$ cat src/rtl/alu_multicycle_pkg.sv
// alu_multicycle_pkg: shared ALU opcode encoding (also used by the decoder)
// and the shift-step kinds.
package alu_multicycle_pkg;
    localparam logic [3:0] ALU_ADD  = 4'd0;
    localparam logic [3:0] ALU_SUB  = 4'd1;
    localparam logic [3:0] ALU_SLL  = 4'd2;
    localparam logic [3:0] ALU_SLT  = 4'd3;
    localparam logic [3:0] ALU_SLTU = 4'd4;
    localparam logic [3:0] ALU_XOR  = 4'd5;
    localparam logic [3:0] ALU_SRL  = 4'd6;
    localparam logic [3:0] ALU_SRA  = 4'd7;
    localparam logic [3:0] ALU_OR   = 4'd8;
    localparam logic [3:0] ALU_AND  = 4'd9;

    typedef enum logic [1:0] {SH_LEFT, SH_SRL, SH_SRA} shift_kind_e;

    function automatic logic is_shift(input logic [3:0] op);
        return op == ALU_SLL || op == ALU_SRL || op == ALU_SRA;
    endfunction
endpackage

$ cat src/rtl/alu_shift_step.sv
// alu_shift_step: shifts a word by one bit position (left, logical right,
// or arithmetic right).
module alu_shift_step
    import alu_multicycle_pkg::*;
#(
    parameter int XLEN = 32
) (
    input  logic [XLEN-1:0] d_i,
    input  shift_kind_e     kind_i,
    output logic [XLEN-1:0] q_o
);
    assign q_o = kind_i == SH_LEFT ? {d_i[XLEN-2:0], 1'b0}
                                   : {kind_i == SH_SRA && d_i[XLEN-1], d_i[XLEN-1:1]};
endmodule

$ cat src/rtl/alu_multicycle.sv
// alu_multicycle: valid/ready ALU; single-cycle ops finish at once, shifts
// iterate one bit per cycle through alu_shift_step.
module alu_multicycle
    import alu_multicycle_pkg::*;
#(
    parameter int XLEN = 32
) (
    input  logic            clk,
    input  logic            rst_n,
    input  logic            in_valid,
    output logic            in_ready,
    input  logic [3:0]      alu_op,
    input  logic [XLEN-1:0] op_a,
    input  logic [XLEN-1:0] op_b,
    output logic            out_valid,
    input  logic            out_ready,
    output logic [XLEN-1:0] result,
    output logic            zero,
    output logic            illegal_op
);
    typedef enum logic [1:0] {IDLE, SHIFT, DONE} state_e;

    state_e          state_q, state_d;
    logic [3:0]      op_q, op_d;
    logic [XLEN-1:0] res_q, res_d, alu_res, step_res;
    logic [4:0]      cnt_q, cnt_d;
    logic            ill_q, ill_d;
    logic [4:0]      shamt;
    shift_kind_e     kind;

    assign shamt = op_b[4:0];

    // Shifts load op_a here and then iterate; a zero shamt finishes as-is.
    always_comb begin
        alu_res = '0;
        case (alu_op)
            ALU_ADD:                   alu_res = op_a + op_b;
            ALU_SUB:                   alu_res = op_a - op_b;
            ALU_SLT:                   alu_res = {{(XLEN-1){1'b0}}, $signed(op_a) < $signed(op_b)};
            ALU_SLTU:                  alu_res = {{(XLEN-1){1'b0}}, op_a < op_b};
            ALU_XOR:                   alu_res = op_a ^ op_b;
            ALU_OR:                    alu_res = op_a | op_b;
            ALU_AND:                   alu_res = op_a & op_b;
            ALU_SLL, ALU_SRL, ALU_SRA: alu_res = op_a;
            default:                   alu_res = '0;
        endcase
    end

    assign kind = op_q == ALU_SLL ? SH_LEFT : op_q == ALU_SRA ? SH_SRA : SH_SRL;

    alu_shift_step #(.XLEN(XLEN)) u_step (
        .d_i    (res_q),
        .kind_i (kind),
        .q_o    (step_res)
    );

    always_comb begin
        state_d = state_q;
        op_d    = op_q;
        res_d   = res_q;
        cnt_d   = cnt_q;
        ill_d   = ill_q;
        case (state_q)
            IDLE: if (in_valid) begin
                op_d    = alu_op;
                res_d   = alu_res;
                ill_d   = alu_op > ALU_AND;
                cnt_d   = shamt;
                state_d = is_shift(alu_op) && shamt != 5'd0 ? SHIFT : DONE;
            end
            SHIFT: begin
                res_d   = step_res;
                cnt_d   = cnt_q - 5'd1;
                state_d = cnt_q == 5'd1 ? DONE : SHIFT;
            end
            DONE:    state_d = out_ready ? IDLE : DONE;
            default: state_d = IDLE;
        endcase
    end

    always_ff @(posedge clk or negedge rst_n) begin
        if (!rst_n) begin
            state_q <= IDLE;
            op_q    <= '0;
            res_q   <= '0;
            cnt_q   <= '0;
            ill_q   <= 1'b0;
        end else begin
            state_q <= state_d;
            op_q    <= op_d;
            res_q   <= res_d;
            cnt_q   <= cnt_d;
            ill_q   <= ill_d;
        end
    end

    assign in_ready   = state_q == IDLE;
    assign out_valid  = state_q == DONE;
    assign result     = res_q;
    assign zero       = out_valid && res_q == '0;
    assign illegal_op = out_valid && ill_q;
endmodule

$ cat config.mk
export PLATFORM = sky130hd
export DESIGN_NAME = alu_multicycle
export DESIGN_NICKNAME = d
export VERILOG_FILES = /design/src/rtl/alu_multicycle_pkg.sv /design/src/rtl/alu_shift_step.sv /design/src/rtl/alu_multicycle.sv
export SDC_FILE = /design/constraint.sdc
export NUM_CORES = 1
export LEC_CHECK = 0
export CAP_MARGIN = 25
export CORE_MARGIN = 2
export CORE_UTILIZATION = 45
export DETAILED_ROUTE_END_ITERATION = 16
export PLACE_DENSITY = 0.73
export SYNTH_ARGS = -nofsm -noshare
export SYNTH_HDL_FRONTEND = slang
export SYNTH_SLANG_ARGS = --single-unit
$ cat constraint.sdc
create_clock -name clk -period 3.5 [get_ports clk]
set_input_delay 0.525 -clock clk [delete_from_list [all_inputs] [get_ports clk]]
set_output_delay 0.525 -clock clk [all_outputs]
set_load 0.01 [all_outputs]
==> run summary, run 1 <==
flow finished, numbers: status complete, no violations, Fin Setup TNS 0 ns, via count 8,950, n_taps 220, Worst-Margin Slew 1.08 ns, P per Cell Area 367 nW/um2, Root Driver clkbuf_16, Tot Pwr 3.80 mW, Worst Hold Class input pin to async pin, crit-path cells clkdlybuf4s50_1 -> inv_1 -> ha_1 -> buf_4 -> nand4_1 -> nor2_1 -> o31ai_1 -> buf_4 -> a21oi_1 -> o21ai_1 -> a21oi_1 -> buf_4 -> nand2_1 -> a31oi_1 -> xnor2_1 -> o311ai_1, Synth Cell Area 7480 um2, path depth of the worst reg2reg path 4, yosys stat area 7480 um2, critical path class input pin to flip-flop, Clock Sinks 44, flop count 44, Final HPWL DP 22.5 mm, fill cell count 1,517, Critical Path End Type flip-flop, crit path to result[31]$_DFFE_PN0P_, CP arrival 3.59 ns, Post-CTS Resized 0, Final Critical Period 3.40 ns
-- run 1: flip-flops by register name, summed over array words and instances (netlist names) --
name and cells:
ill_q 1, op_q 4, cnt_q 5, state_q 2, result 32
-- run 1: metrics by stage --
| step | utilization [%] | cells | hold WS (ns) |
|---|---|---|---|
| after global routing | 63.2 | 1512 | 0.108 |
| after CTS | 61.4 | 1507 | 0.454 |
| after detailed placement | 60.6 | 1500 | 0.465 |
| after floorplan | - | 1057 | 0.229 |
| final | 63.2 | 1512 | 0.0981 |
| after global placement | 60.6 | 1500 | 0.454 |
-- run 1: cells by family after synthesis --
kind of cell,synth area share (%)
adders and majority gates,18.1
and+or+nand+nor,19.5
muxes,1.51
DFF,14.7
xor gates and xnor gates,3.51
buffers and inverters,8.50
AOI/OAI and AO/OA,34.1
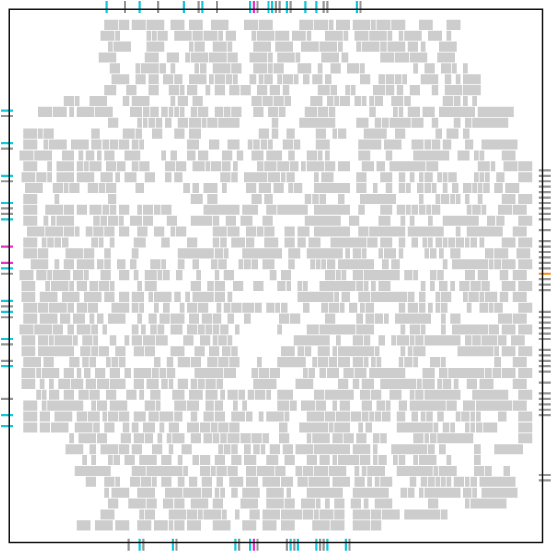
Figure 1: run 1, pin placement.
Drawn at 4 px/um. Pins as bars across the die edge, other pins in grey.
| port | colour | pins | direction | edge |
|---|---|---|---|---|
| `alu_op` | magenta | 4 | input | 2 west, 1 south, 1 north |
| `op_b` | cyan | 32 | input | 12 west, 11 north, 9 south |
| `illegal_op` | orange | 1 | output | east |

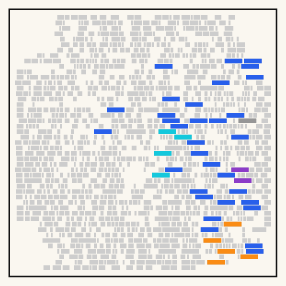
Figure 2: run 1, where the registers sit.
Drawn at 2 px/um.
| name in the netlist | colour | placed flops |
|---|---|---|
| `result` | blue | 32 |
| `state_q` | purple | 2 |
| `op_q` | cyan | 4 |
| `cnt_q` | orange | 5 |

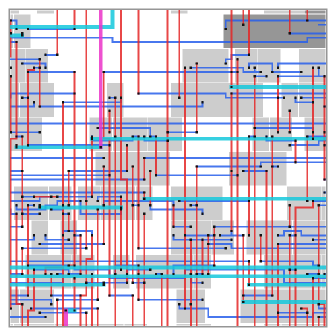
Figure 3: run 1, close-up of the layout.
Window x 54 to 79, y 27 to 52 um. Cells in grey, sequential cells in the stronger grey; small squares are vias.
| layer | colour |
|---|---|
| metal 3 | cyan |
| metal 2 | red |
| metal 4 | magenta |
| metal 1 | blue |
cells with their middle in the window: 44
netlist names of flops here include: `op_q` (1)
most frequent: nor2_1 (6), buf_4 (6), o21ai_0 (4)
sequential cells in the window: 1

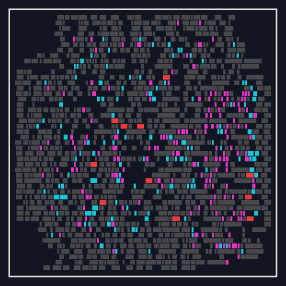
Figure 4: run 1, logic cells by family.
Drawn at 2 px/um.
| family | colour | cells |
|---|---|---|
| NOR gates | cyan | 124 |
| multiplexers | red | 11 |
| NAND gates | magenta | 162 |

==> run 1 -> run 2 <==
Clock period 3.5 ns to 4.4 ns, I/O delays scaled along.
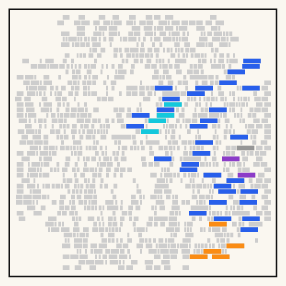
Figure 5: run 2, where the registers sit.
Drawn at 2 px/um.
| name in the netlist | colour | placed flops |
|---|---|---|
| `result` | blue | 32 |
| `op_q` | cyan | 4 |
| `cnt_q` | orange | 5 |
| `state_q` | purple | 2 |

==> run 2 against run 1 <==
  * Non-clock buffer count shrank 159
  * Sequential power shrank 21%
  * Synthesized area is the same
  * Count of clock-buffer cells in the layout is the same
  * Wire length shrank 8.7%
  * Critical path depth shrank 3
  * Clock skew shrank 0.0017 ns
  * Sequential share of layout area grew 1.7 points
  * Clock power shrank 19%
  * Via count shrank 7.0%
  * Largest cell class unchanged
  * Largest power group unchanged
==> run summary, run 2 <==
flow finished, numbers: status complete, no violations, fill cell count 1,585, Post-CTS Resized 0, Critical Path End Type flip-flop, Worst-Margin Slew 1.02 ns, Clock Sinks 44, max reg flops 32, Post-Layout Cell Count 1,354, via count 8,321, crit-path cells clkdlybuf4s50_1 -> inv_1 -> ha_1 -> a211oi_1 -> nor2_1 -> o31ai_2 -> a21oi_1 -> or3_1 -> a211oi_1 -> a21oi_1 -> xnor2_1 -> a21oi_1 -> o22ai_1, synth cell count leaders 126 x nand2_1, 110 x a21oi_1, 105 x ha_1, Worst Hold Class input pin to async pin, vias in the first global route 7,432, Yosys top cell by instances nand2_1, Tot Pwr 2.82 mW, Max Clock Freq 0.248 GHz, crit path to result[21]$_DFFE_PN0P_, Final Critical Period 4.04 ns, CP arrival 4.18 ns, DP Cell Count 1,344, P per Cell Area 315 nW/um2, Final Hold Slack 0.215 ns, path depth of the worst reg2reg path 7, yosys stat area 7480 um2, Root Driver clkbuf_16, n_diodes 0, total internal power 1.54 mW, Fin Setup TNS 0 ns, Lkg Pwr 3.88 nW, Final HPWL DP 20.2 mm, critical path class input pin to flip-flop
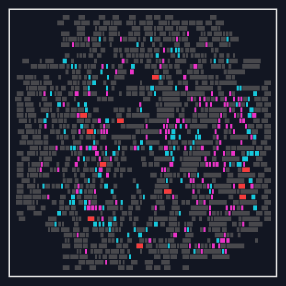
Figure 6: run 2, logic cells by family.
Drawn at 2 px/um.
| family | colour | cells |
|---|---|---|
| multiplexers | red | 11 |
| NOR gates | cyan | 124 |
| NAND gates | magenta | 162 |

## run 2: netlist changes by cell type in the layout (fill, tap and decap cells not counted), moves of 6 or more
cell   previous run  this run
ha_4              7         0
buf_4           189        29
inv_1            85        91
inv_2             7         1
ha_1             95       105
## run 2: layout make-up
cell class | count | area share [%]
Clock inverter | 2 | 0.112
Tap cell | 220 | 3.07
Clock buffer | 6 | 1.55
Sequential cell | 44 | 12.3
Inverter | 93 | 3.89
Timing Repair Buffer | 139 | 14.9
Multi-Input combinational cell | 850 | 64.2
## run 2: cells by family (layout without fill, tap and decap cells)
logic type	count (synthesis)	in the layout	share of synthesized area, %
compound gates	383	383	34.1
xor+xnor	30	30	3.51
fa+ha+maj	107	107	18.1
buf+inv	163	240	8.50
flops	44	44	14.7
mux	11	11	1.51
simple gates	319	319	19.5
==> run 2 -> run 3 <==
Settings changed: CTS_BUF_LIST from default to sky130_fd_sc_hd__clkbuf_4, SLEW_MARGIN from default to 20.
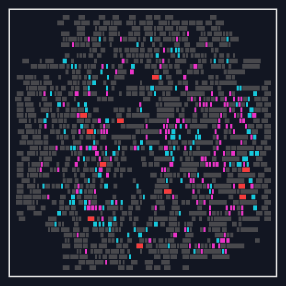
Figure 7: run 3, logic cells by family.
Drawn at 2 px/um.
| family | colour | cells |
|---|---|---|
| multiplexers | red | 11 |
| NOR gates | cyan | 124 |
| NAND gates | magenta | 162 |

==> run 3 against run 2 <==
  * First-iteration DRC count rose by 4.3%
  * Register-to-register slack about the same
  * Core utilization shrank 0.64 points
  * Non-clock buffer count unchanged
  * Synthesized area did not move
  * Clock power is 47% lower
  * Die area did not move
  * Total power is 6.6% lower
  * Fmax is 0.49% higher
  * Critical endpoint unchanged
==> run summary, run 3 <==
flow finished, numbers: critical path class input pin to flip-flop, Final HPWL DP 20.2 mm, max reg flops 32, Tot Pwr 2.63 mW, crit-path cells clkdlybuf4s50_1 -> inv_1 -> ha_1 -> a211oi_1 -> nor2_1 -> o31ai_1 -> a21oi_1 -> or3_1 -> a211oi_1 -> a21oi_1 -> xnor2_1 -> a21oi_1 -> o22ai_1, total internal power 1.37 mW, Max Clock Freq 0.249 GHz, yosys stat area 7480 um2, Lkg Pwr 3.83 nW, n_diodes 0, Final Critical Period 4.02 ns, Clock Sinks 44, P per Cell Area 297 nW/um2, vias in the first global route 7,404, Root Driver clkbuf_4, Final Hold Slack 0.246 ns, Fin Setup TNS 0 ns, status complete, no violations, Critical Path End Type flip-flop, Final Core Density 54.0%, crit path to result[21]$_DFFE_PN0P_, CP arrival 4.26 ns, Worst-Margin Slew 0.937 ns
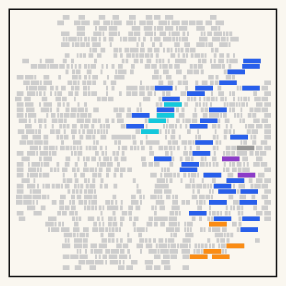
Figure 8: run 3, where the registers sit.
Drawn at 2 px/um.
| name in the netlist | colour | placed flops |
|---|---|---|
| `op_q` | cyan | 4 |
| `cnt_q` | orange | 5 |
| `state_q` | purple | 2 |
| `result` | blue | 32 |
not coloured: 1

==> run 3: cell type report <==
type | instances | area (um2)
clock buffers | 5 | 37.5
clock inverters | 3 | 13.8
fillers | 1605 | 7550
inverters | 93 | 349
multi-input cells | 850 | 5750
flip-flops and latches | 44 | 1100
well taps | 220 | 275
repair buffers | 139 | 1340
==> run 3: cells by family after synthesis <==
| group | Yosys count | synth area share, % |
|---|---|---|
| simple gates | 319 | 19.5 |
| buf+inv | 163 | 8.50 |
| xor+xnor | 30 | 3.51 |
| flops | 44 | 14.7 |
| compound gates | 383 | 34.1 |
| mux | 11 | 1.51 |
| fa+ha+maj | 107 | 18.1 |
Power and IR drop assume default switching activity.
